===== src/rtl/alu_pkg.sv =====
// Shared definitions for the operand-loading front end: default widths and FSM phase encodings.
package alu_pkg;

    localparam int NW_DEFAULT          = 4;
    localparam int SYNC_STAGES_DEFAULT = 2;

    typedef enum logic [1:0] {
        WAIT_LO = 2'b00,
        WAIT_HI = 2'b01,
        FULL    = 2'b10
    } phase_t;

endpackage


===== src/rtl/edge_sync.sv =====
// Synchronizes an asynchronous level and emits a one-cycle pulse on each synchronized rising edge.
module edge_sync #(
    parameter int SYNC_STAGES = 2
) (
    input  logic clk,
    input  logic rst,
    input  logic d,
    output logic pulse
);

    logic [SYNC_STAGES-1:0] sync_q;
    logic                   hist_q;

    always_ff @(posedge clk or posedge rst) begin
        if (rst) begin
            sync_q <= '0;
            hist_q <= 1'b0;
        end else begin
            sync_q <= {sync_q[SYNC_STAGES-2:0], d};
            hist_q <= sync_q[SYNC_STAGES-1];
        end
    end

    // History clears on reset, so a level held high across reset release still yields one pulse.
    assign pulse = sync_q[SYNC_STAGES-1] & ~hist_q;

endmodule


===== src/rtl/operand_loader.sv =====
// Captures a low then a high nibble on successive button presses and holds the pair until acknowledged.
module operand_loader
    import alu_pkg::*;
#(
    parameter int NW          = NW_DEFAULT,
    parameter int SYNC_STAGES = SYNC_STAGES_DEFAULT
) (
    input  logic          clk,
    input  logic          rst,
    input  logic [NW-1:0] nib_in,
    input  logic          load_btn,
    input  logic          clear,
    input  logic          ack,
    output logic [NW-1:0] lo_nib,
    output logic [NW-1:0] hi_nib,
    output logic          valid,
    output logic [1:0]    phase,
    output logic          overrun
);

    logic   load_evt;
    phase_t state_q;

    edge_sync #(
        .SYNC_STAGES(SYNC_STAGES)
    ) u_edge_sync (
        .clk  (clk),
        .rst  (rst),
        .d    (load_btn),
        .pulse(load_evt)
    );

    always_ff @(posedge clk or posedge rst) begin
        if (rst) begin
            state_q <= WAIT_LO;
            lo_nib  <= '0;
            hi_nib  <= '0;
            valid   <= 1'b0;
            overrun <= 1'b0;
        end else if (clear) begin
            state_q <= WAIT_LO;
            lo_nib  <= '0;
            hi_nib  <= '0;
            valid   <= 1'b0;
            overrun <= 1'b0;
        end else begin
            case (state_q)
                WAIT_LO: begin
                    valid <= 1'b0;
                    if (load_evt) begin
                        lo_nib  <= nib_in;
                        state_q <= WAIT_HI;
                    end
                end
                WAIT_HI: begin
                    if (load_evt) begin
                        hi_nib  <= nib_in;
                        state_q <= FULL;
                        valid   <= 1'b1;
                    end else begin
                        valid   <= 1'b0;
                    end
                end
                FULL: begin
                    // ack wins over a coincident press, which is dropped without flagging overrun.
                    if (ack) begin
                        state_q <= WAIT_LO;
                        valid   <= 1'b0;
                    end else begin
                        valid   <= 1'b1;
                        if (load_evt) begin
                            overrun <= 1'b1;
                        end
                    end
                end
                default: begin
                    state_q <= WAIT_LO;
                    valid   <= 1'b0;
                end
            endcase
        end
    end

    assign phase = state_q;

endmodule


===== config.mk =====
export PLATFORM = sky130hd
export DESIGN_NAME = operand_loader
export DESIGN_NICKNAME = d
export VERILOG_FILES = /design/src/rtl/alu_pkg.sv /design/src/rtl/edge_sync.sv /design/src/rtl/operand_loader.sv
export SDC_FILE = /design/constraint.sdc
export NUM_CORES = 1
export LEC_CHECK = 0
export ABC_AREA = 0
export CAP_MARGIN = 0
export CORE_MARGIN = 5
export CORE_UTILIZATION = 47
export DETAILED_ROUTE_END_ITERATION = 7
export PLACE_DENSITY = 0.93
export SYNTH_ARGS = -nofsm -noshare
export SYNTH_HDL_FRONTEND = slang
export SYNTH_SLANG_ARGS = --single-unit

===== constraint.sdc =====
create_clock -name clk -period 3.4 [get_ports clk]
set_input_delay 0.85 -clock clk [delete_from_list [all_inputs] [get_ports clk]]
set_output_delay 0.85 -clock clk [all_outputs]
set_load 0.005 [all_outputs]

==> results.yml, run 1 <==
# yosys + openroad results
pwr:
  p_leak_nw: 0.449
  p_per_area_nw_per_um2: 376
cells_and_area:
  antenna_cells: 0
  final_common_cell: "clkdlybuf4s50_1"
  inverters: 4
  largestClassByArea: "sequential cells"
  lay_top_cells: "20 x clkdlybuf4s50_1, 15 x dfrtp_1, 9 x mux2i_1, 9 x nor2_1"
  clk_share: 0.0290
  syn2layout_area_growth_pct: 36.3
  logic_area_um2: 272
  comb_share: 0.299
  bufAreaShareNonClock: 0.221
  regArea_um2: 375
yosys:
  synth_top_cell_by_area: "dfrtp_1"
  synth.top_cells.by_area: "dfrtp_1 56%, mux2i_1 14%, ha_1 7.5%, nor2_1 5.1%, nand3b_4 3.0%"
  yosysChipArea_um2: 666
  yosysWarnings: 0
  synth_top_area_share: 0.564
  synth-edff-count: 0
  ys_seq_share: 0.564
  synth-main-ff-cell: "dfrtp_1"
  ys.flops: 15
  synth.distinct_cells: 16
  avgSynthCellArea_um2: 12.1
sta:
  maxSlewViolCount: 0
  skew_ns: 0.00373
  max_freq_mhz: 482
  setup_viol: 0
  relSlewSlack: 0.632
  min_period_over_period: 0.610
floorplanning:
  core_area_um2: 1320
  ios: 21
  tap_cells: 15
  fp-row-count: 13
  die_x_um: 47.6
  fp.dieH_um: 47.6
global_route:
  overflow: 0
  antenna_found_initial: 0
  grt_max_degree: 16
  first_global_vias: 561
  grt_pass1_wl_mm: 2.31
  grtUsageTotal: 0.150
run_status:
  outcome: "finished clean"
route:
  viasPerCell: 5.18
  wl_met3_um: 50
  wirelength_mm: 1.31
  ant_nets: 0
worst_setup_path:
  end_kind: "output port"
  setup.worst_path.class: "flip-flop to output port"
  crit_start: "phase[0]$_DFFE_PP0P_"
  crit_slowest_cell: "clkdlybuf4s50_1"
  cp.required_ns: 2.55
  critPathBufInv: 1
  cp_max_fo: 4
  cp_cell_sequence: "clkdlybuf4s50_1"
worst_hold_path:
  hold_class: "flip-flop to flip-flop"
  worstHoldStart: "u_edge_sync.sync_q[0]$_DFF_PP0_"
clock_network:
  cts_tree: "built"
  cts_resized: 0
  clkTransAtPathRegs_ns: 0.09
  htreeDepth: 1
placement:
  gp_congestion: 0.693
  hpwl_mm: 1.02
## run 1: final timing paths
kind	to	slack, ns
hold / removal	u_edge_sync.sync_q[1]$_DFF_PP0_	0.37
hold reg to reg	u_edge_sync.sync_q[1]$_DFF_PP0_	0.37
min in group asynchronous	lo_nib[1]$_DFFE_PP0P_	0.91
max in group asynchronous	lo_nib[3]$_DFFE_PP0P_	2.12
setup / recovery	phase[0]	1.33
setup reg to reg	phase[1]$_DFFE_PP0P_	1.88
## run 1: power breakdown
| part | internal [mW] | leakage (nW) | switching [mW] |
|---|---|---|---|
| Sequential | 0.185 | 0.200 | 0.00567 |
| Combinational | 0.0290 | 0.234 | 0.0220 |
| Clock | 0.0455 | 0.0150 | 0.0539 |
## run 1: metal layers
layer | vias to the layer above | GRT usage
li1 | 227 | -
met1 | 239 | 0.175
met2 | 12 | 0.251
met3 | 4 | 0.0301
met4 | 0 | 0.0914
met5 | - | 0
## run 1: cell families after synthesis
kind of cell             synth area share
AND-OR/OR-AND                      0.0376
buffers and inverters              0.0282
adder cells (fa/ha/maj)            0.0752
multiplexers                        0.135
flip-flops                          0.564
AND/OR/NAND/NOR                     0.160
## run 1: metrics by stage
step | cells | setup WS, ns | utilization | hold WS [ns] | instance area [µm²]
3_3_place_gp | 89 | 1.32 | 0.669 | 0.338 | 881
6_report | 93 | 1.33 | 0.689 | 0.371 | 907
3_5_place_dp | 89 | 1.29 | 0.669 | 0.351 | 881
5_1_grt | 93 | 1.28 | 0.689 | 0.396 | 907
4_1_cts | 93 | 1.32 | 0.689 | 0.372 | 907
2_1_floorplan | 55 | 2.02 | - | 0.331 | 666
## run 1: sequential cells by signal, summed over array words and instances (netlist names)
name,flops
phase,2
u_edge_sync.sync_q,2
u_edge_sync.hist_q,1
lo_nib,4
hi_nib,4
overrun,1
valid,1
Fig. 1: run 1, clock nets
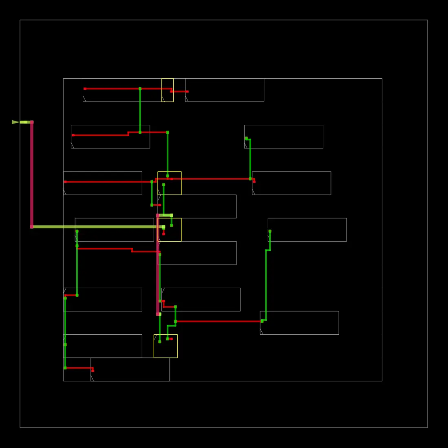
Clock Latency Late Sink: 0.28 ns
CTS Sinks: 15
clock buffer count: 4

Fig. 2: run 1, wiring by layer
Two of the layers only.
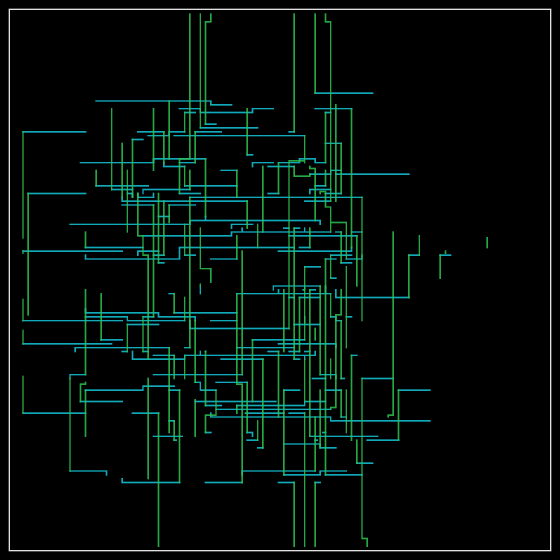
[M2] green | wire length: 668 µm
[M1] cyan | wire length: 565 µm

Fig. 3: run 1, logic cells by family
Bar = 10 µm.
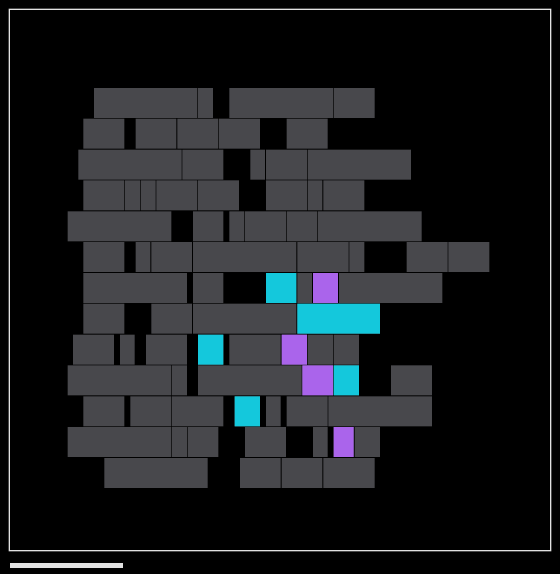
[aoi and oai cells] purple | cells: 4
[nand cells] cyan | cells: 5

==> inputs of run 2 (changes only) <==
--- a/config.mk
+++ b/config.mk
@@ -8,9 +8,9 @@
 export ABC_AREA = 0
 export CAP_MARGIN = 0
 export CORE_MARGIN = 5
-export CORE_UTILIZATION = 47
+export CORE_UTILIZATION = 43
 export DETAILED_ROUTE_END_ITERATION = 7
-export PLACE_DENSITY = 0.93
+export PLACE_DENSITY = 0.87
 export SYNTH_ARGS = -nofsm -noshare
 export SYNTH_HDL_FRONTEND = slang
 export SYNTH_SLANG_ARGS = --single-unit
==> constraint.sdc (replaced) <==
create_clock -name clk -period 1.96 [get_ports clk]
set_input_delay 0.49 -clock clk [delete_from_list [all_inputs] [get_ports clk]]
set_output_delay 0.49 -clock clk [all_outputs]
set_load 0.005 [all_outputs]
Fig. 4: run 2, wiring by layer
Two of the layers only.
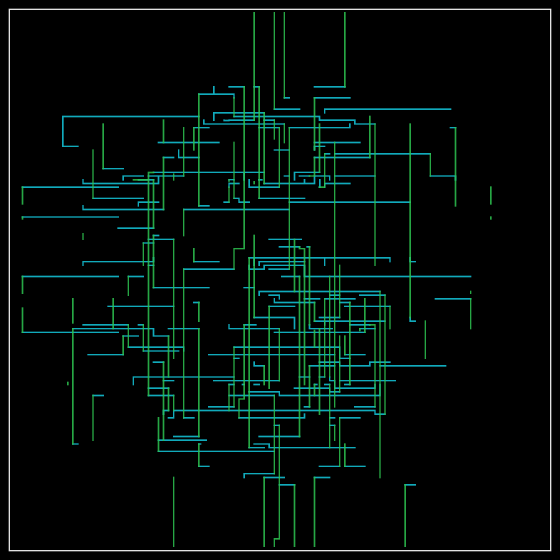
[M1] cyan | wire length: 612 µm
[M2] green | wire length: 596 µm
Detailed Route WL: 1.28 mm
GRT Total Usage: 0.112
post-DR wirelength/cell: 13.5 µm
vias after detailed routing: 478

==> run 2 against run 1 <==
Final area is 0.97% higher. Synthesized cell count stayed put. Flip-flop count stayed put. Final cell count is 2.2% higher. Die size is 7.3% higher. Sequential power is 73% higher. Critical path depth stayed put. Non-clock buffer count is 1 higher. Global-route usage is 3.8 points lower.
==> results.yml, run 2 <==
# yosys + openroad results
cells_and_area:
  lay_top_cells: "20 x clkdlybuf4s50_1, 15 x dfrtp_1, 9 x mux2i_1, 9 x nor2_1"
  fin_cells: 95
  syn2layout_area_growth_pct: 37.6
worst_setup_path:
  crit_slowest_cell: "clkdlybuf4s50_1"
  end_kind: "output port"
  cp_max_fo: 4
  reg2reg_to: "phase[1]$_DFFE_PP0P_"
  cp_cell_sequence: "clkdlybuf4s50_1"
sta:
  relSlewSlack: 0.640
  maxSlewViolCount: 0
  max_freq_mhz: 581
  holdWs_ns: 0.371
clock_network:
  clock.latency.late_pin_ns: 0.28
  cts.sinks: 15
  cts_resized: 0
route:
  ant_nets: 0
floorplanning:
  ios: 21
worst_hold_path:
  hold_end: "u_edge_sync.sync_q[1]$_DFF_PP0_"
yosys:
  ys.flops: 15
  yosysChipArea_um2: 666
  synth-xor-area-share: 0
  fa_ha_area_frac: 0.0752
  logic_family: "simple AND/OR/NAND/NOR gates"
  synth_top_area_share: 0.564
  synth_top_cell_by_area: "dfrtp_1"
  synth.area.mux_share: 0.135
  synth-edff-count: 0
  yosysWarnings: 0
  avgSynthCellArea_um2: 12.1
pwr:
  p_leak_nw: 0.454
  p_per_area_nw_per_um2: 652
global_route:
  first_global_vias: 493
  grt_pass1_wl_mm: 2.12
  overflow: 0
  antenna_found_initial: 0
  grt_max_degree: 16
run_status:
  outcome: "finished clean"
placement:
  hpwl_um: 973
Fig. 5: run 2, pin placement
Pins as bars across the die edge, other pins in grey.
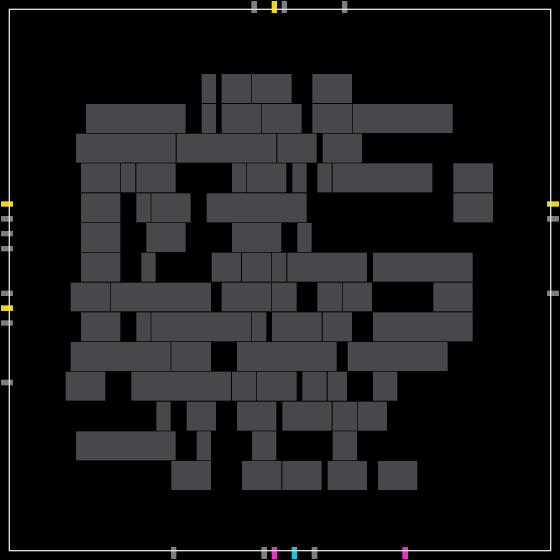
[overrun] cyan | pins: 1 | direction: output | edge: south
[phase] magenta | pins: 2 | direction: output | edge: south
[lo_nib] yellow | pins: 4 | direction: output | edge: 2 west, 1 east, 1 north
all pins by edge: 8 west, 6 south, 4 north, 3 east
Die X: 49.3 µm
chip height: 49.3 µm
IO buf count: 20

[run 2: cell counts after synthesis]
Identical to the previous run, type by type.
[run 2: worst max-delay path by stage]
stage | end | slack [ns]
after detailed placement | phase[1]$_DFFE_PP0P_ | 0.46
after global placement | phase[1]$_DFFE_PP0P_ | 0.49
after CTS | phase[0] | 0.22
after floorplan | phase[1]$_DFFE_PP0P_ | 0.58
final | phase[0] | 0.24
after global routing | phase[0] | 0.19
[run 2: final cells by class]
| type | instances | area, µm² | share of cell area |
|---|---|---|---|
| clock buffers | 4 | 26.3 | 0.0287 |
| inverters | 4 | 15.0 | 0.0164 |
| multi-input cells | 35 | 272 | 0.296 |
| flip-flops and latches | 15 | 375 | 0.410 |
| well taps | 16 | 20.0 | 0.0219 |
| repair buffers | 21 | 208 | 0.227 |
[run 2: cells by family after synthesis]
kind of cell,Yosys count
and+or+nand+nor,18
DFF,15
muxes,9
buffers and inverters,5
AOI/OAI and AO/OA,4
adders and majority gates,4
[run 2: metrics by stage]
step	cell area [µm²]	util
global route	916	0.615
detailed placement	890	0.597
global placement	890	0.597
floorplan	666	-
finish	916	0.615
CTS	916	0.615
[run 2: where the power goes]
part / switching, mW / leakage, nW / internal (mW) / total [mW]
clock: 0.0964 / 0.0150 / 0.0790 / 0.175
sequential: 0.0103 / 0.200 / 0.321 / 0.331
combinational: 0.0385 / 0.239 / 0.0517 / 0.0901
[run 2: routing by layer]
metal | up-vias | track usage | wire (µm)
li1 | 231 | - | -
met5 | - | 0 | 0
met2 | 17 | 0.185 | 596
met4 | 0 | 0.0673 | 0
met3 | 0 | 0.0183 | 73
met1 | 230 | 0.135 | 611
Power and IR drop assume default switching activity.
